File: src/rtl/usb_line_pkg.sv
// Shared definitions for the USB transmit line encoder.
//   - line_state_e : transmitter FSM states
//   - SYNC_PATTERN : SYNC byte sent LSB first (seven 0s then a 1)
//   - LINE_SE0, line_j(), line_k() : {D+, D-} drive levels
package usb_line_pkg;

  typedef enum logic [2:0] {
    StIdle,
    StSync,
    StData,
    StEopSe0,
    StEopJ
  } line_state_e;

  localparam logic [7:0] SYNC_PATTERN = 8'h80;

  localparam logic [1:0] LINE_SE0 = 2'b00;

  // J and K depend on which polarity the bus idles in.
  function automatic logic [1:0] line_j(input logic j_dp);
    return {j_dp, ~j_dp};
  endfunction

  function automatic logic [1:0] line_k(input logic j_dp);
    return {~j_dp, j_dp};
  endfunction

endpackage

File: src/rtl/usb_bit_stuffer.sv
// Bit stuffer and NRZI toggle register.
//   clk_i        : clock
//   rst_i        : synchronous active-high reset
//   clear_i      : return to J with an empty stuff count (end of packet)
//   send_i       : a bit-time is transmitted this cycle
//   data_bit_i   : data bit offered for this bit-time
//   stuff_o      : this bit-time carries a stuffed 0; the data bit is not consumed
//   level_next_o : D+ level that the line takes after this cycle
module usb_bit_stuffer
  import usb_line_pkg::*;
#(
  parameter int unsigned StuffLen = 6,
  parameter bit          JDp      = 1'b0
) (
  input  logic clk_i,
  input  logic rst_i,
  input  logic clear_i,
  input  logic send_i,
  input  logic data_bit_i,
  output logic stuff_o,
  output logic level_next_o
);

  localparam int unsigned CntW = $clog2(StuffLen + 1);

  logic [CntW-1:0] cnt_q, cnt_d;
  logic            level_q, level_d;
  logic            tx_bit;

  assign stuff_o = (cnt_q == CntW'(StuffLen));

  always_comb begin
    tx_bit  = stuff_o ? 1'b0 : data_bit_i;
    cnt_d   = cnt_q;
    level_d = level_q;
    if (clear_i) begin
      cnt_d   = '0;
      level_d = JDp;
    end else if (send_i) begin
      if (tx_bit) begin
        cnt_d = cnt_q + CntW'(1);
      end else begin
        // NRZI: a 0 is a transition.
        cnt_d   = '0;
        level_d = ~level_q;
      end
    end
  end

  assign level_next_o = level_d;

  always_ff @(posedge clk_i) begin
    if (rst_i) begin
      cnt_q   <= '0;
      level_q <= JDp;
    end else begin
      cnt_q   <= cnt_d;
      level_q <= level_d;
    end
  end

endmodule

File: src/rtl/usb_tx_line_encoder.sv
// USB full/low-speed transmit line encoder: arbitrates N_CH byte sources, serialises the
// owner's bytes LSB first with bit stuffing and NRZI, and closes each packet with EOP.
// Optional feature macro: USB_TX_SYNC_EN (block inserts the SYNC byte itself).
//   useClk    : clock; everything advances on the rising edge
//   rst       : synchronous active-high reset
//   checkData : bit-time strobe; nothing but the one-cycle pulses changes without it
//   srcValid/srcData/srcLast : per-source byte stream (source i at srcData[8i+7:8i])
//   srcReady  : one-cycle pulse to the owner when its byte is taken
//   grant     : one-hot packet owner, zero when idle
//   NRZI/NRZI_not/OE : D+/D- drive levels and driver enable
//   underrun  : one-cycle pulse when a packet is cut short by a missing byte
module usb_tx_line_encoder
  import usb_line_pkg::*;
#(
  parameter int unsigned N_CH         = 5,
  parameter int unsigned EOP_SE0_BITS = 2,
  parameter int unsigned STUFF_LEN    = 6,
  parameter bit          J_DP         = 1'b0
) (
  input  logic                useClk,
  input  logic                rst,
  input  logic                checkData,
  input  logic [N_CH-1:0]     srcValid,
  input  logic [8*N_CH-1:0]   srcData,
  input  logic [N_CH-1:0]     srcLast,
  output logic [N_CH-1:0]     srcReady,
  output logic [N_CH-1:0]     grant,
  output logic                NRZI,
  output logic                NRZI_not,
  output logic                OE,
  output logic                underrun
);

  line_state_e     state_q, state_d;
  logic [N_CH-1:0] grant_q, grant_d;
  logic [N_CH-1:0] src_ready_q, src_ready_d;
  logic [7:0]      shift_q, shift_d;
  logic [3:0]      bit_cnt_q, bit_cnt_d;  // next bit index; 8 means byte stream finished
  logic            last_q, last_d;
  logic [2:0]      eop_cnt_q, eop_cnt_d;
  logic            underrun_q, underrun_d;
  logic            nrzi_q, nrzi_d;
  logic            nrzi_not_q, nrzi_not_d;
  logic            oe_q, oe_d;

  logic [N_CH-1:0] req_oh, sel_oh;
  logic [7:0]      sel_data;
  logic            sel_last, sel_valid;
  logic            st_send, st_bit, st_clear, stuff, level_next;

  // Lowest-index requester wins.
  assign req_oh = srcValid & (~srcValid + N_CH'(1));
  assign sel_oh = (state_q == StIdle) ? req_oh : grant_q;

  always_comb begin
    sel_data  = '0;
    sel_last  = 1'b0;
    sel_valid = 1'b0;
    for (int i = 0; i < int'(N_CH); i++) begin
      if (sel_oh[i]) begin
        sel_data  = srcData[8*i +: 8];
        sel_last  = srcLast[i];
        sel_valid = srcValid[i];
      end
    end
  end

  always_comb begin
    state_d     = state_q;
    grant_d     = grant_q;
    shift_d     = shift_q;
    bit_cnt_d   = bit_cnt_q;
    last_d      = last_q;
    eop_cnt_d   = eop_cnt_q;
    src_ready_d = '0;
    underrun_d  = 1'b0;
    st_send     = 1'b0;
    st_bit      = 1'b0;
    st_clear    = 1'b0;
    if (checkData) begin
      unique case (state_q)
        StIdle: begin
          if (|srcValid) begin
            grant_d     = req_oh;
            src_ready_d = req_oh;
            shift_d     = sel_data;
            last_d      = sel_last;
            bit_cnt_d   = 4'd1;
            st_send     = 1'b1;
`ifdef USB_TX_SYNC_EN
            state_d     = StSync;
            st_bit      = SYNC_PATTERN[0];
`else
            state_d     = StData;
            st_bit      = sel_data[0];
`endif
          end
        end
`ifdef USB_TX_SYNC_EN
        StSync: begin
          st_send = 1'b1;
          st_bit  = SYNC_PATTERN[bit_cnt_q[2:0]];
          if (!stuff) begin
            if (bit_cnt_q == 4'd7) begin
              state_d   = StData;
              bit_cnt_d = 4'd0;
            end else begin
              bit_cnt_d = bit_cnt_q + 4'd1;
            end
          end
        end
`endif
        StData: begin
          if (bit_cnt_q[3] && !stuff) begin
            state_d   = StEopSe0;
            eop_cnt_d = 3'd1;
          end else begin
            // A pending stuff bit goes out even after the final data bit.
            st_send = 1'b1;
            st_bit  = shift_q[bit_cnt_q[2:0]];
            if (!stuff && !bit_cnt_q[3]) begin
              if (bit_cnt_q == 4'd7) begin
                if (!last_q && sel_valid) begin
                  shift_d     = sel_data;
                  last_d      = sel_last;
                  bit_cnt_d   = 4'd0;
                  src_ready_d = grant_q;
                end else begin
                  bit_cnt_d  = 4'd8;
                  underrun_d = ~last_q;
                end
              end else begin
                bit_cnt_d = bit_cnt_q + 4'd1;
              end
            end
          end
        end
        StEopSe0: begin
          st_clear = 1'b1;
          if (eop_cnt_q == 3'(EOP_SE0_BITS)) begin
            state_d = StEopJ;
          end else begin
            eop_cnt_d = eop_cnt_q + 3'd1;
          end
        end
        StEopJ: begin
          st_clear = 1'b1;
          state_d  = StIdle;
          grant_d  = '0;
        end
        default: state_d = StIdle;
      endcase
    end
  end

  // Line drive follows the state being entered so outputs change exactly on strobes.
  always_comb begin
    unique case (state_d)
      StSync, StData: begin
        nrzi_d     = level_next;
        nrzi_not_d = ~level_next;
        oe_d       = 1'b1;
      end
      StEopSe0: begin
        {nrzi_d, nrzi_not_d} = LINE_SE0;
        oe_d                 = 1'b1;
      end
      StEopJ: begin
        {nrzi_d, nrzi_not_d} = line_j(J_DP);
        oe_d                 = 1'b1;
      end
      default: begin
        {nrzi_d, nrzi_not_d} = line_j(J_DP);
        oe_d                 = 1'b0;
      end
    endcase
  end

  usb_bit_stuffer #(
    .StuffLen (STUFF_LEN),
    .JDp      (J_DP)
  ) u_stuffer (
    .clk_i        (useClk),
    .rst_i        (rst),
    .clear_i      (st_clear),
    .send_i       (st_send),
    .data_bit_i   (st_bit),
    .stuff_o      (stuff),
    .level_next_o (level_next)
  );

  always_ff @(posedge useClk) begin
    if (rst) begin
      state_q     <= StIdle;
      grant_q     <= '0;
      src_ready_q <= '0;
      shift_q     <= '0;
      bit_cnt_q   <= '0;
      last_q      <= 1'b0;
      eop_cnt_q   <= '0;
      underrun_q  <= 1'b0;
      nrzi_q      <= J_DP;
      nrzi_not_q  <= ~J_DP;
      oe_q        <= 1'b0;
    end else begin
      state_q     <= state_d;
      grant_q     <= grant_d;
      src_ready_q <= src_ready_d;
      shift_q     <= shift_d;
      bit_cnt_q   <= bit_cnt_d;
      last_q      <= last_d;
      eop_cnt_q   <= eop_cnt_d;
      underrun_q  <= underrun_d;
      nrzi_q      <= nrzi_d;
      nrzi_not_q  <= nrzi_not_d;
      oe_q        <= oe_d;
    end
  end

  assign srcReady = src_ready_q;
  assign grant    = grant_q;
  assign NRZI     = nrzi_q;
  assign NRZI_not = nrzi_not_q;
  assign OE       = oe_q;
  assign underrun = underrun_q;

endmodule

File: config.mk
export PLATFORM = sky130hd
export DESIGN_NAME = usb_tx_line_encoder
export DESIGN_NICKNAME = d
export VERILOG_FILES = /design/src/rtl/usb_line_pkg.sv /design/src/rtl/usb_bit_stuffer.sv /design/src/rtl/usb_tx_line_encoder.sv
export SDC_FILE = /design/constraint.sdc
export NUM_CORES = 1
export LEC_CHECK = 0
export CAP_MARGIN = 20
export CORE_MARGIN = 2
export CORE_UTILIZATION = 45
export CTS_CLUSTER_SIZE = 30
export DETAILED_ROUTE_END_ITERATION = 8
export PLACE_DENSITY = 0.77
export SYNTH_ARGS = -nofsm -noshare
export SYNTH_HDL_FRONTEND = slang
export SYNTH_HIERARCHICAL = 1
export SYNTH_SLANG_ARGS = --single-unit
export TNS_END_PERCENT = 50
File: constraint.sdc
create_clock -name useClk -period 3.3 [get_ports useClk]
set_input_delay 0.33 -clock useClk [delete_from_list [all_inputs] [get_ports useClk]]
set_output_delay 0.33 -clock useClk [all_outputs]
set_load 0.02 [all_outputs]
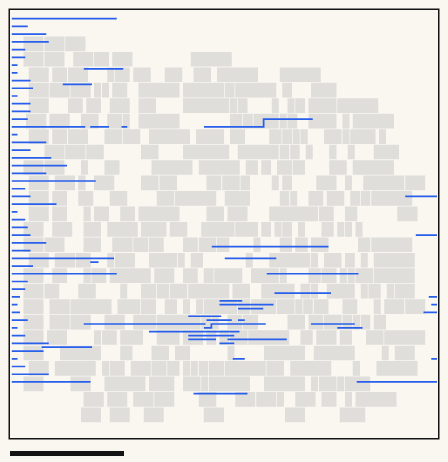
**Above:** run 1 (met3 routing).
Scale bar: 20 um. Cells faint in the background.
- main direction: horizontal
- wire length on this layer: 478 um
- longest straight run: 21.2 um
- share of all routed wire: 7.7%

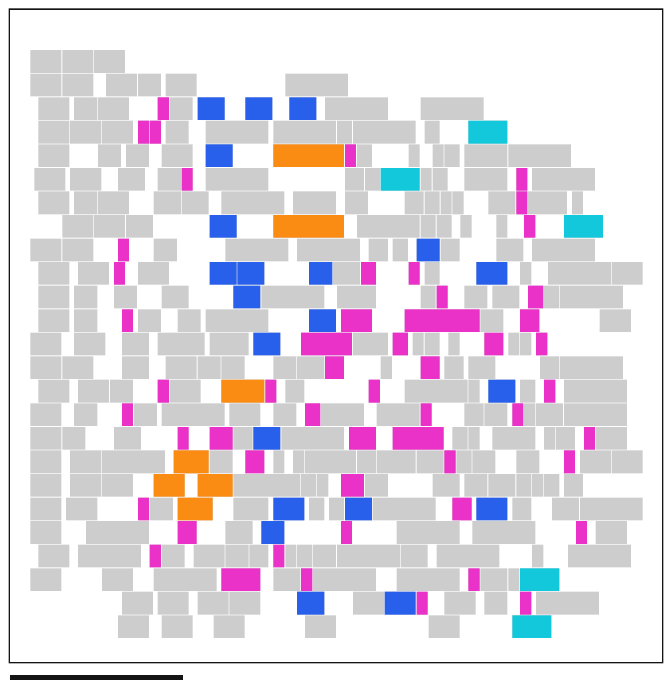
**Above:** run 1 (selected gate families).
Scale bar: 20 um.
- magenta: NOR gates (cells 53; most used nor2_1)
- orange: multiplexers (cells 7; most used mux2_2)
- cyan: adder and majority cells (cells 5; most used ha_1)
- blue: AND-OR and OR-AND gates (cells 21; most used a22o_1)

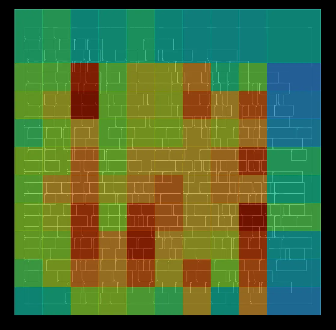
**Above:** run 1 (track usage over the die).
grt met2 use: 0.408
routed length per placed instance: 15.7 um
busiest layer in global routing: met2
met3 global-route usage: 0.0675

==> metrics.cfg, run 1 <==
[run_status]
outcome=finished, final reports clean

[route]
dr.pass1.iters=4
wl_mm=6.20
ant_nets=0

[timing]
rsz0062_at_grt=false
worst_pin_slew_ps=776
maxSlewHeadroom=0.474
finalClockPeriodUsage=0.906
hold_viol=0
setup_viol=0

[final_layout]
dominant-cell-class=combinational gates
flop_area_sq_um=741
fin_nets=385
nClkBuffers=7
comb_cells=195

[synthesis]
synth.yosys.warnings=6
ys_sh_simple=0.225
xor_area_frac=0.0191
synth_top_flop_cell=dfxtp_1
yosys-stat-area_sq_um=2290

[critical_path]
path_delay_family=AND-OR/OR-AND gates
slowest_stage=dfxtp_1
ff2ff_path_depth=12
crit_path_cell_trace=or3_1 > buf_4 > o31ai_4 > a211o_1 > o31ai_2 > a21oi_1 > nor2_1 > a21bo_1 > a221oi_1 > nor2_1 > and2_1 > o21ai_1
cp-startpoint=state_q[2]
r2r_start=state_q[2]
crit_path_end=NRZI_not

[global_route]
grt-ovfl-total=0
grt_pass1_wl_mm=10.7
grt_pass1_vias=2302
grt_max_degree=15

[floorplan]
die-width_um=75.3
fp-utilization=0.475

[clock_tree]
clock-sinks=37

[flow_run]
log.warning_count=28
maxCapViolCount=0

[power]
p_per_area_nw_per_um2=343
power_clock_w=0.000318
p_int_w=0.000777
sw_frac_of_total=0.278
switchingPower_w=0.000299

[placed_design]
hpwl_mm=4.95

**Run 1: zoomed window**

Scale bar: 10 um. Region (35, 0) to (75, 40) um. Cells in gray, sequential cells in the stronger gray; small squares are vias.
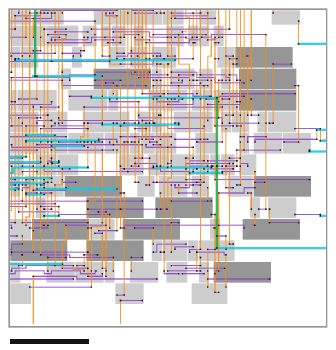

==> run 1 -> run 2 <==
- CORE_MARGIN: 2 -> not set
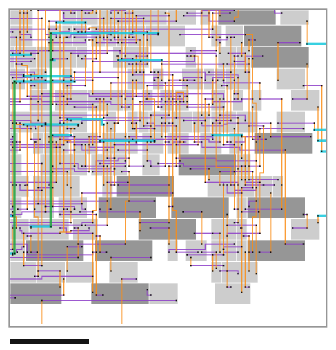
**Above:** run 2 (zoomed window).
Scale bar: 10 um. Region (33, 0) to (73, 40) um. Cells in gray, sequential cells in the stronger gray; small squares are vias.
- cyan: metal 3
- orange: metal 2
- purple: metal 1
- green: metal 4
- cells with their middle in the window: 119
- most frequent: dfxtp_1 (15), nor2_1 (14), clkdlybuf4s50_1 (10)
- netlist names of flops here include: `srcReady` (4), `eop_cnt_q` (3), `grant` (2)
- sequential cells in the window: 15

==> metrics.cfg, run 2 <==
[global_route]
grt_pass1_vias=2253  ; was 2302
grt_busiest_layer=met2  ; unchanged
grt-ovfl-total=0  ; unchanged
grtUsageMet2=0.403  ; was 0.408
met3_usage=0.0549  ; was 0.0675
grt_max_degree=21  ; was 15

[route]
ant_nets=0  ; unchanged
wl_mm=6.10  ; was 6.20 mm
wl_per_cell_um=15.3  ; was 15.7 um

[run_status]
outcome=finished, final reports clean  ; unchanged

[critical_path]
r2r_start=state_q[0]  ; was state_q[2]
crit_path_end=NRZI_not  ; unchanged
crit_path_cell_trace=or3_1 > mux2_2 > a221oi_2 > o31ai_2 > a21oi_1 > nor2_1 > a21bo_1 > a221oi_1 > nor2_1 > and2_1 > o21ai_1  ; was or3_1 > buf_4 > o31ai_4 > a211o_1 > o31ai_2 > a21oi_1 > nor2_1 > a21bo_1 > a221oi_1 > nor2_1 > and2_1 > o21ai_1
path_delay_family=AND-OR/OR-AND gates  ; unchanged
ff2ff_path_depth=11  ; was 12
cp-startpoint=state_q[0]  ; was state_q[2]
slowest_stage=or3_1  ; was dfxtp_1

[timing]
setup_viol=0  ; unchanged
hold_viol=0  ; unchanged
worst_pin_slew_ps=666  ; was 776 ps
finalClockPeriodUsage=0.885  ; was 0.906
rsz0062_at_grt=false  ; unchanged

[final_layout]
comb_cells=195  ; unchanged
nClkBuffers=6  ; was 7
dominant-cell-class=combinational gates  ; unchanged
fin_nets=389  ; was 385

[power]
power_clock_w=0.000309  ; was 0.000318 W
sw_frac_of_total=0.288  ; was 0.278
switchingPower_w=0.000307  ; was 0.000299 W

[synthesis]
synth.yosys.warnings=6  ; unchanged
ys_sh_simple=0.225  ; unchanged
yosys-stat-area_sq_um=2290  ; unchanged
synth_top_flop_cell=dfxtp_1  ; unchanged

[floorplan]
die-width_um=73.3  ; was 75.3 um
fp-utilization=0.475  ; unchanged

[clock_tree]
clock-sinks=37  ; unchanged

[placed_design]
hpwl_mm=4.80  ; was 4.95 mm

[flow_run]
maxCapViolCount=0  ; unchanged

**Run 2: selected gate families**

Scale bar: 20 um.
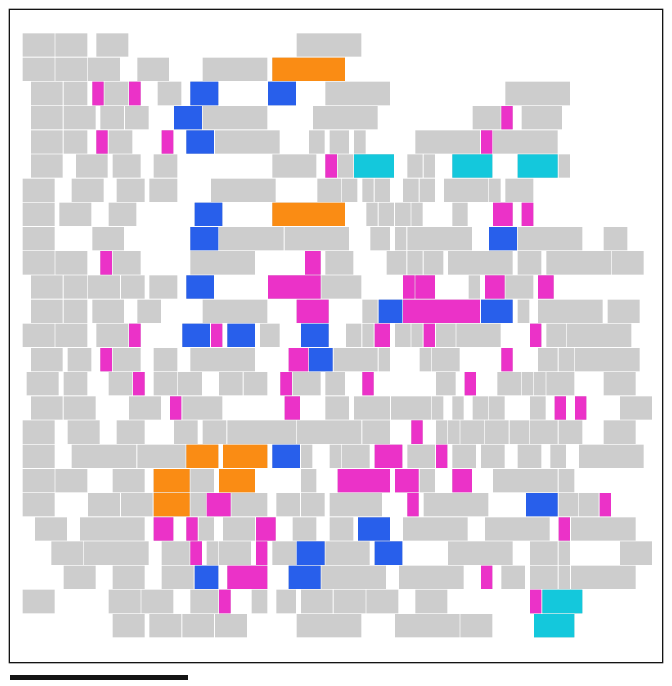

==> run 2 -> run 3 <==
--- a/config.mk
+++ b/config.mk
@@ -11,4 +11,5 @@
 export DETAILED_ROUTE_END_ITERATION = 8
 export PLACE_DENSITY = 0.77
+export RECOVER_POWER = 25
 export SYNTH_ARGS = -nofsm -noshare
 export SYNTH_HDL_FRONTEND = slang
==> constraint.sdc (replaced) <==
create_clock -name useClk -period 3.3 [get_ports useClk]
set_input_delay 0.33 -clock useClk [delete_from_list [all_inputs] [get_ports useClk]]
set_output_delay 0.33 -clock useClk [all_outputs]
set_load 0.05 [all_outputs]
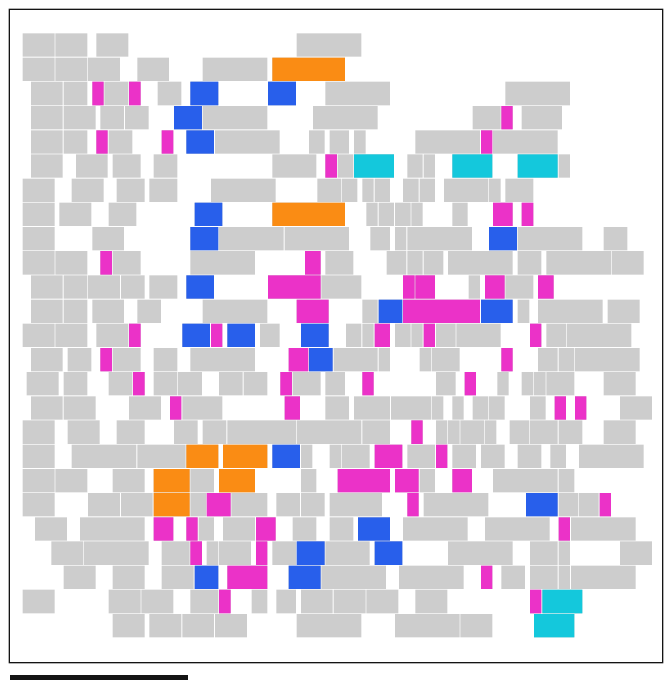
**Above:** run 3 (selected gate families).
Scale bar: 20 um.
- orange: multiplexers (cells 7; most used mux2_2)
- blue: AND-OR and OR-AND gates (cells 21; most used a22o_1)
- cyan: adder and majority cells (cells 5; most used ha_1)
- magenta: NOR gates (cells 53; most used nor2_1; where spread over the die)
most frequent logic cell in the layout: clkdlybuf4s50_1
final non-filler cell total: 399
Comb/total area: 0.458

==> metrics.cfg, run 3 <==
[final_layout]
flop_area_sq_um=741  ; unchanged
nClkBuffers=6  ; unchanged
dominant-cell-class=combinational gates  ; unchanged

[route]
wl_mm=6.06  ; was 6.10 mm
wl_per_cell_um=15.2  ; was 15.3 um
ant_nets=0  ; unchanged
dr.pass1.iters=4  ; unchanged

[critical_path]
crit_path_cell_trace=or3_1 > mux2_2 > a221oi_2 > o31ai_2 > a21oi_1 > nor2_1 > a21bo_1 > a221oi_1 > nor2_1 > and2_1 > o21ai_1  ; unchanged
cp-startpoint=state_q[0]  ; unchanged

[timing]
finalClockPeriodUsage=0.884  ; was 0.885
hold_viol=0  ; unchanged
rsz0062_at_grt=false  ; unchanged
worst_pin_slew_ps=669  ; was 666 ps

[power]
switchingPower_w=0.000321  ; was 0.000307 W
sw_frac_of_total=0.297  ; was 0.288
power_clock_w=0.000308  ; was 0.000309 W

[synthesis]
synth_top_flop_cell=dfxtp_1  ; unchanged
yosys-stat-area_sq_um=2290  ; unchanged
xor_area_frac=0.0191  ; unchanged

[flow_run]
log.warning_count=28  ; unchanged

[run_status]
outcome=finished, final reports clean  ; unchanged

[global_route]
grt_pass1_vias=2253  ; unchanged
grtUsageMet2=0.403  ; unchanged
met3_usage=0.0549  ; unchanged

Power and IR drop assume default switching activity.
